congestion_map.png
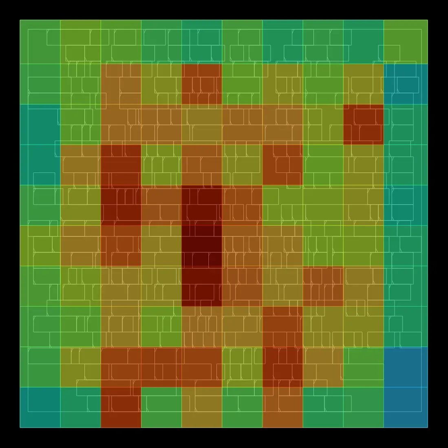
sizing.png
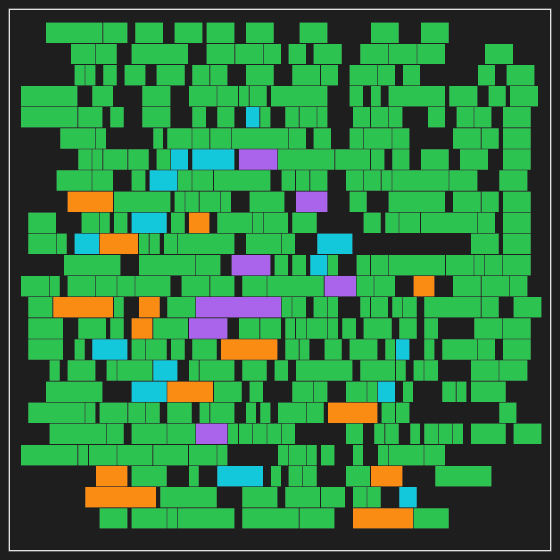
--- src/rtl/weight_csc_stream_reader.sv ---
`default_nettype none
// ============================================================================
// Module   : weight_csc_stream_reader
// Purpose  : Walks a CSC-compressed weight matrix one column at a time. For
//            each column it fetches the end pointer from the address spad,
//            then streams the column's (weight, row) entries from the data
//            spad to the MAC datapath over a valid/ready handshake.
//            Empty columns are skipped. An address value of 0 ends the walk
//            early.
// Ports    : clock, reset            - clock, synchronous active-high reset
//            start, num_cols         - walk request (num_cols 0 means 32)
//            addr_idx/_en, addr_data - address spad read port (1-cycle latency)
//            data_idx/_en, data_rd   - data spad read port (1-cycle latency)
//            w_valid/w_ready, w_data, w_row, w_col, w_last - weight stream
//            col_done, done          - single-cycle completion pulses
//            busy, err               - walk in progress / sticky pointer error
// Revision : 1.0 - initial release
// ============================================================================
module weight_csc_stream_reader #(
  parameter int ADDR_W     = 7,
  parameter int COL_IDX_W  = 5,
  parameter int WDATA_W    = 8,
  parameter int ROW_W      = 4,
  parameter int EMPTY_CODE = 127
) (
  input  logic                       clock,
  input  logic                       reset,
  input  logic                       start,
  input  logic [COL_IDX_W-1:0]       num_cols,
  output logic [COL_IDX_W-1:0]       addr_idx,
  output logic                       addr_idx_en,
  input  logic [ADDR_W-1:0]          addr_data,
  output logic [ADDR_W-1:0]          data_idx,
  output logic                       data_idx_en,
  input  logic [WDATA_W+ROW_W-1:0]   data_rd,
  output logic                       w_valid,
  input  logic                       w_ready,
  output logic [WDATA_W-1:0]         w_data,
  output logic [ROW_W-1:0]           w_row,
  output logic [COL_IDX_W-1:0]       w_col,
  output logic                       w_last,
  output logic                       col_done,
  output logic                       done,
  output logic                       busy,
  output logic                       err
);

  // One extra bit so the column budget can hold the full column count.
  localparam int CNT_W = COL_IDX_W + 1;

  localparam logic [ADDR_W-1:0]    c_EMPTY    = ADDR_W'(EMPTY_CODE);
  localparam logic [ADDR_W-1:0]    c_PTR_ONE  = ADDR_W'(1);
  localparam logic [COL_IDX_W-1:0] c_COL_ONE  = COL_IDX_W'(1);
  localparam logic [CNT_W-1:0]     c_CNT_ONE  = CNT_W'(1);
  localparam logic [CNT_W-1:0]     c_MAX_COLS = {1'b1, {COL_IDX_W{1'b0}}};

  typedef enum logic [1:0] {
    S_IDLE     = 2'd0,
    S_ADDR_REQ = 2'd1,
    S_ADDR_CHK = 2'd2,
    S_STREAM   = 2'd3
  } state_t;

  state_t                r_state;
  state_t                w_next_state;
  logic [ADDR_W-1:0]     r_ptr;
  logic [ADDR_W-1:0]     r_end;
  logic [COL_IDX_W-1:0]  r_col;
  logic [CNT_W-1:0]      r_cols_left;
  logic                  r_err;

  logic [ADDR_W-1:0]     w_ptr_nxt;
  logic [ADDR_W-1:0]     w_end_nxt;
  logic [COL_IDX_W-1:0]  w_col_nxt;
  logic [CNT_W-1:0]      w_cols_left_nxt;
  logic                  w_err_nxt;
  logic                  w_err_set;
  logic                  w_advance;
  logic [ADDR_W-1:0]     w_ptr_inc;
  logic                  w_is_last;

  // ptr never exceeds 126, so the increment cannot wrap.
  assign w_ptr_inc = r_ptr + c_PTR_ONE;
  assign w_is_last = (w_ptr_inc == r_end);

  always_ff @(posedge clock) begin
    if (reset) begin
      r_state     <= S_IDLE;
      r_ptr       <= '0;
      r_end       <= '0;
      r_col       <= '0;
      r_cols_left <= '0;
      r_err       <= 1'b0;
    end else begin
      r_state     <= w_next_state;
      r_ptr       <= w_ptr_nxt;
      r_end       <= w_end_nxt;
      r_col       <= w_col_nxt;
      r_cols_left <= w_cols_left_nxt;
      r_err       <= w_err_nxt;
    end
  end

  always_comb begin
    w_next_state    = r_state;
    w_ptr_nxt       = r_ptr;
    w_end_nxt       = r_end;
    w_col_nxt       = r_col;
    w_cols_left_nxt = r_cols_left;
    w_err_nxt       = r_err;
    w_err_set       = 1'b0;
    w_advance       = 1'b0;
    addr_idx        = '0;
    addr_idx_en     = 1'b0;
    data_idx        = '0;
    data_idx_en     = 1'b0;
    w_valid         = 1'b0;
    w_last          = 1'b0;
    col_done        = 1'b0;
    done            = 1'b0;

    case (r_state)
      S_IDLE: begin
        if (start) begin
          w_next_state    = S_ADDR_REQ;
          w_ptr_nxt       = '0;
          w_col_nxt       = '0;
          w_cols_left_nxt = (num_cols == '0) ? c_MAX_COLS : {1'b0, num_cols};
          w_err_nxt       = 1'b0;
        end
      end

      S_ADDR_REQ: begin
        addr_idx     = r_col;
        addr_idx_en  = 1'b1;
        w_next_state = S_ADDR_CHK;
      end

      S_ADDR_CHK: begin
        if (addr_data == '0) begin
          // Zero end pointer terminates the matrix without finishing a column.
          done         = 1'b1;
          w_next_state = S_IDLE;
        end else if ((addr_data == c_EMPTY) || (addr_data == r_ptr)) begin
          col_done  = 1'b1;
          w_advance = 1'b1;
        end else if (addr_data < r_ptr) begin
          w_err_set = 1'b1;
          w_err_nxt = 1'b1;
          col_done  = 1'b1;
          w_advance = 1'b1;
        end else begin
          // Prime the data spad so the first entry is present on entry to STREAM.
          data_idx     = r_ptr;
          data_idx_en  = 1'b1;
          w_end_nxt    = addr_data;
          w_next_state = S_STREAM;
        end
      end

      S_STREAM: begin
        w_valid = 1'b1;
        w_last  = w_is_last;
        if (w_ready) begin
          if (w_is_last) begin
            w_ptr_nxt = r_end;
            col_done  = 1'b1;
            w_advance = 1'b1;
          end else begin
            // Fetch the following entry in the same cycle for 1 entry/cycle.
            w_ptr_nxt   = w_ptr_inc;
            data_idx    = w_ptr_inc;
            data_idx_en = 1'b1;
          end
        end
      end

      default: begin
        w_next_state = S_IDLE;
      end
    endcase

    // Column-advance decision shared by skip, error and end-of-stream paths.
    if (w_advance) begin
      if (r_cols_left == c_CNT_ONE) begin
        done         = 1'b1;
        w_next_state = S_IDLE;
      end else begin
        w_col_nxt       = r_col + c_COL_ONE;
        w_cols_left_nxt = r_cols_left - c_CNT_ONE;
        w_next_state    = S_ADDR_REQ;
      end
    end
  end

  assign w_data = (r_state == S_STREAM) ? data_rd[WDATA_W+ROW_W-1:ROW_W] : '0;
  assign w_row  = (r_state == S_STREAM) ? data_rd[ROW_W-1:0] : '0;
  assign w_col  = r_col;
  assign busy   = (r_state != S_IDLE);
  // Error is reported in the cycle it is detected and held until the next start.
  assign err    = r_err | w_err_set;

endmodule
`default_nettype wire
--- config.mk ---
export PLATFORM = sky130hd
export DESIGN_NAME = weight_csc_stream_reader
export DESIGN_NICKNAME = d
export VERILOG_FILES = /design/src/rtl/weight_csc_stream_reader.sv
export SDC_FILE = /design/constraint.sdc
export NUM_CORES = 1
export LEC_CHECK = 0
export CAP_MARGIN = 20
export CORE_UTILIZATION = 49
export CTS_BUF_LIST = sky130_fd_sc_hd__clkbuf_4 sky130_fd_sc_hd__clkbuf_8
export CTS_CLUSTER_SIZE = 28
export DETAILED_ROUTE_END_ITERATION = 8
export GPL_TIMING_DRIVEN = 0
export PLACE_DENSITY = 0.82
export SLEW_MARGIN = 20
export SYNTH_ARGS = -nofsm -noshare
export SYNTH_HDL_FRONTEND = slang
export SYNTH_SLANG_ARGS = --single-unit
--- constraint.sdc ---
create_clock -name clock -period 4.8 [get_ports clock]
set_input_delay 1.2 -clock clock [delete_from_list [all_inputs] [get_ports clock]]
set_output_delay 1.2 -clock clock [all_outputs]
set_load 0.01 [all_outputs]
==> Slide: Implementation Results <==
Run Summary

Timing
  • Final Hold Vio Count: 0
  • Setup_tns: 0 ps
  • Setup slack after layout: 48.0 ps
  • Final number of setup-violating endpoints: 0
  • Fin crit period: 4750 ps
  • RSZ-0062 raised after global routing: true

Synth
  • Top cells, area: dfxtp_1, ha_1, and2_1
  • Max-area cell share: 25.0%
  • Syn_nets: 321
  • Post-synth top cells: dfxtp_1, and2_1, nor2_1
  • Cells after Synth: 278
  • Commonest flop: dfxtp_1
  • Yosys top cell by area: dfxtp_1
  • Synthesis area per yosys: 0.00224 mm²
  • Seq share, synth: 25.0%
  • Ys Warns: 0
  • Ys flops: 28
  • Cells in synth_stat.txt: 278
  • Post-synth ARST share: 0%

Die
  • Core Area: 0.00438 mm²
  • Core Density at Floorplan: 51.1%
  • Die area: 0.00484 mm²
  • Core Rows: 24

Placement
  • Routability congestion estimate from global placement: 0.878

Drt
  • Post-DR vias/cell: 5.94
  • Routed wire length: 6.18 mm

Global route
  • Vias in the first global route: 2,175
  • Overall Global Routing Usage: 25.7%
  • Initial antenna violation count: 0
  • First-pass GRT wire length: 10.2 mm

Finish
  • Tally of filler cells in the layout: 367
  • ANT cells: 0
  • # nets final: 392

Critical path
  • Reg2reg path depth: 9
  • Critical path fanouts, max: 5
  • Reg2reg start: r_ptr[4]
  • Critical Path RT: 3600 ps

Power
  • Net switching power figure: 0.255 mW
  • Clk pwr share: 25.9%
  • P_int: 0.495 mW

Clock network
  • Depth of the CTS H-tree: 1
  • CTS root buf: clkbuf_8
  • Clock sink count: 28
  • CTS tree: built
  • Reg clk slew, reported paths: 110 ps
  • Worst skew pair latency: 280 ps
  • Max Root-Sink Buffers: 2

Hold path
  • Hold EP: w_col[4]
  • Worst Hold Class: reg2reg

Status
  • Outcome: complete, no violations
Back to the opening pictures, congestion_map.png:
met1 Resource Use GR: 34.1%
met3 Use GR: 4.07%
grt peak-use layer: met2
grt met2 use: 43.3%
post-layout utilization of the core: 71.3%

Back to the opening pictures, sizing.png:
purple -> x6 and larger  # cells 7, share 2.0%
green -> x1 and smaller  # cells 312, share 90%, most used clkdlybuf4s50_1
cyan -> x2  # cells 15, share 4.3%, most used or2_2
orange -> x3 and x4  # cells 14, share 4.0%, most used buf_4

[placed cells by master, fill, tap and decap left out, types with 8 or more instances in the layout]
cell,netlist,routed
clkdlybuf4s50_1,0,50
dfxtp_1,28,28
and2_1,21,21
nor2_1,19,19
nand2_1,17,17
inv_1,16,16
a21oi_1,17,16
ha_1,15,14
nand3_1,13,13
o21ai_0,15,13
dlymetal6s2s_1,0,12
xnor2_1,8,8
nor3_1,9,8
mux2i_1,8,8
[per-layer routing]
| metal | vias to the layer above | share of wire (%) | GRT usage (%) |
|---|---|---|---|
| li1 | 1160 | - | - |
| met1 | 1100 | 43 | 34.1 |
| met3 | 6 | 8.3 | 4.07 |
| met4 | 0 | 0.86 | 6.58 |
| met2 | 110 | 48 | 43.3 |
| met5 | - | 0 | 0 |
[state kept, by name, indices dropped and copies added (netlist names)]
name and flops:
w_col 5, r_err 1, r_end 7, r_ptr 7
r_cols_left 6, r_state 2
[critical path, cell delays in order]
cell and delay, ps:
clkdlybuf4s50_1 490, ha_1 340, nand4_1 150, o22ai_2 390, o21ai_1 140, nand2_1 130, a32o_1 180, clkdlybuf4s50_1 530
[per-stage QoR]
step,cell area [µm²],hold WS [ps]
after floorplan,2240,480
after global placement,2930,494
after detailed placement,2930,505
after CTS,3070,521
after global routing,3120,565
final,3120,516
[power by group through the flow]
stage	logic [mW]	registers [mW]	clock network, mW
after global placement	0.264	0.272	0
after CTS	0.284	0.268	0.198
final	0.288	0.268	0.194
after floorplan	0.180	0.268	0
after global routing	0.314	0.271	0.204
after detailed placement	0.273	0.273	0
[final cells by class]
cell class / instances / area (µm²) / area share, %
Multi-Input combinational cell: 223 / 1620 / 51.7
Timing Repair Buffer: 66 / 682 / 21.8
Sequential cell: 28 / 561 / 17.9
Buffer: 11 / 70.1 / 2.24
Tap cell: 52 / 65.1 / 2.08
Inverter: 16 / 60.1 / 1.92
Clock buffer: 3 / 41.3 / 1.32
Clock inverter: 1 / 30.0 / 0.961
[timing repair]
item,4_1_cts,5_1_grt
setup buffers,3,0
resized,10,17
endpoints found under the setup margin,11,10
pin swaps,3,1
[worst max-delay path by stage]
stage	depth (start not counted)	end	from
6_report	8	done	addr_data[6]
3_3_place_gp	9	data_idx_en	addr_data[2]
5_1_grt	8	done	addr_data[6]
2_1_floorplan	7	data_idx_en	addr_data[4]
4_1_cts	8	data_idx_en	addr_data[3]
3_5_place_dp	9	data_idx_en	addr_data[4]
[cells by family after synthesis]
kind of cell	count (synthesis)	share of synthesized area (%)
and+or+nand+nor	113	28.3
xor gates and xnor gates	12	5.03
AOI/OAI and AO/OA	75	23.8
DFF	28	25.0
adders and majority gates	15	8.38
buffers and inverters	27	5.81
muxes	8	3.58
Power is estimated from default activity; no workload was simulated.
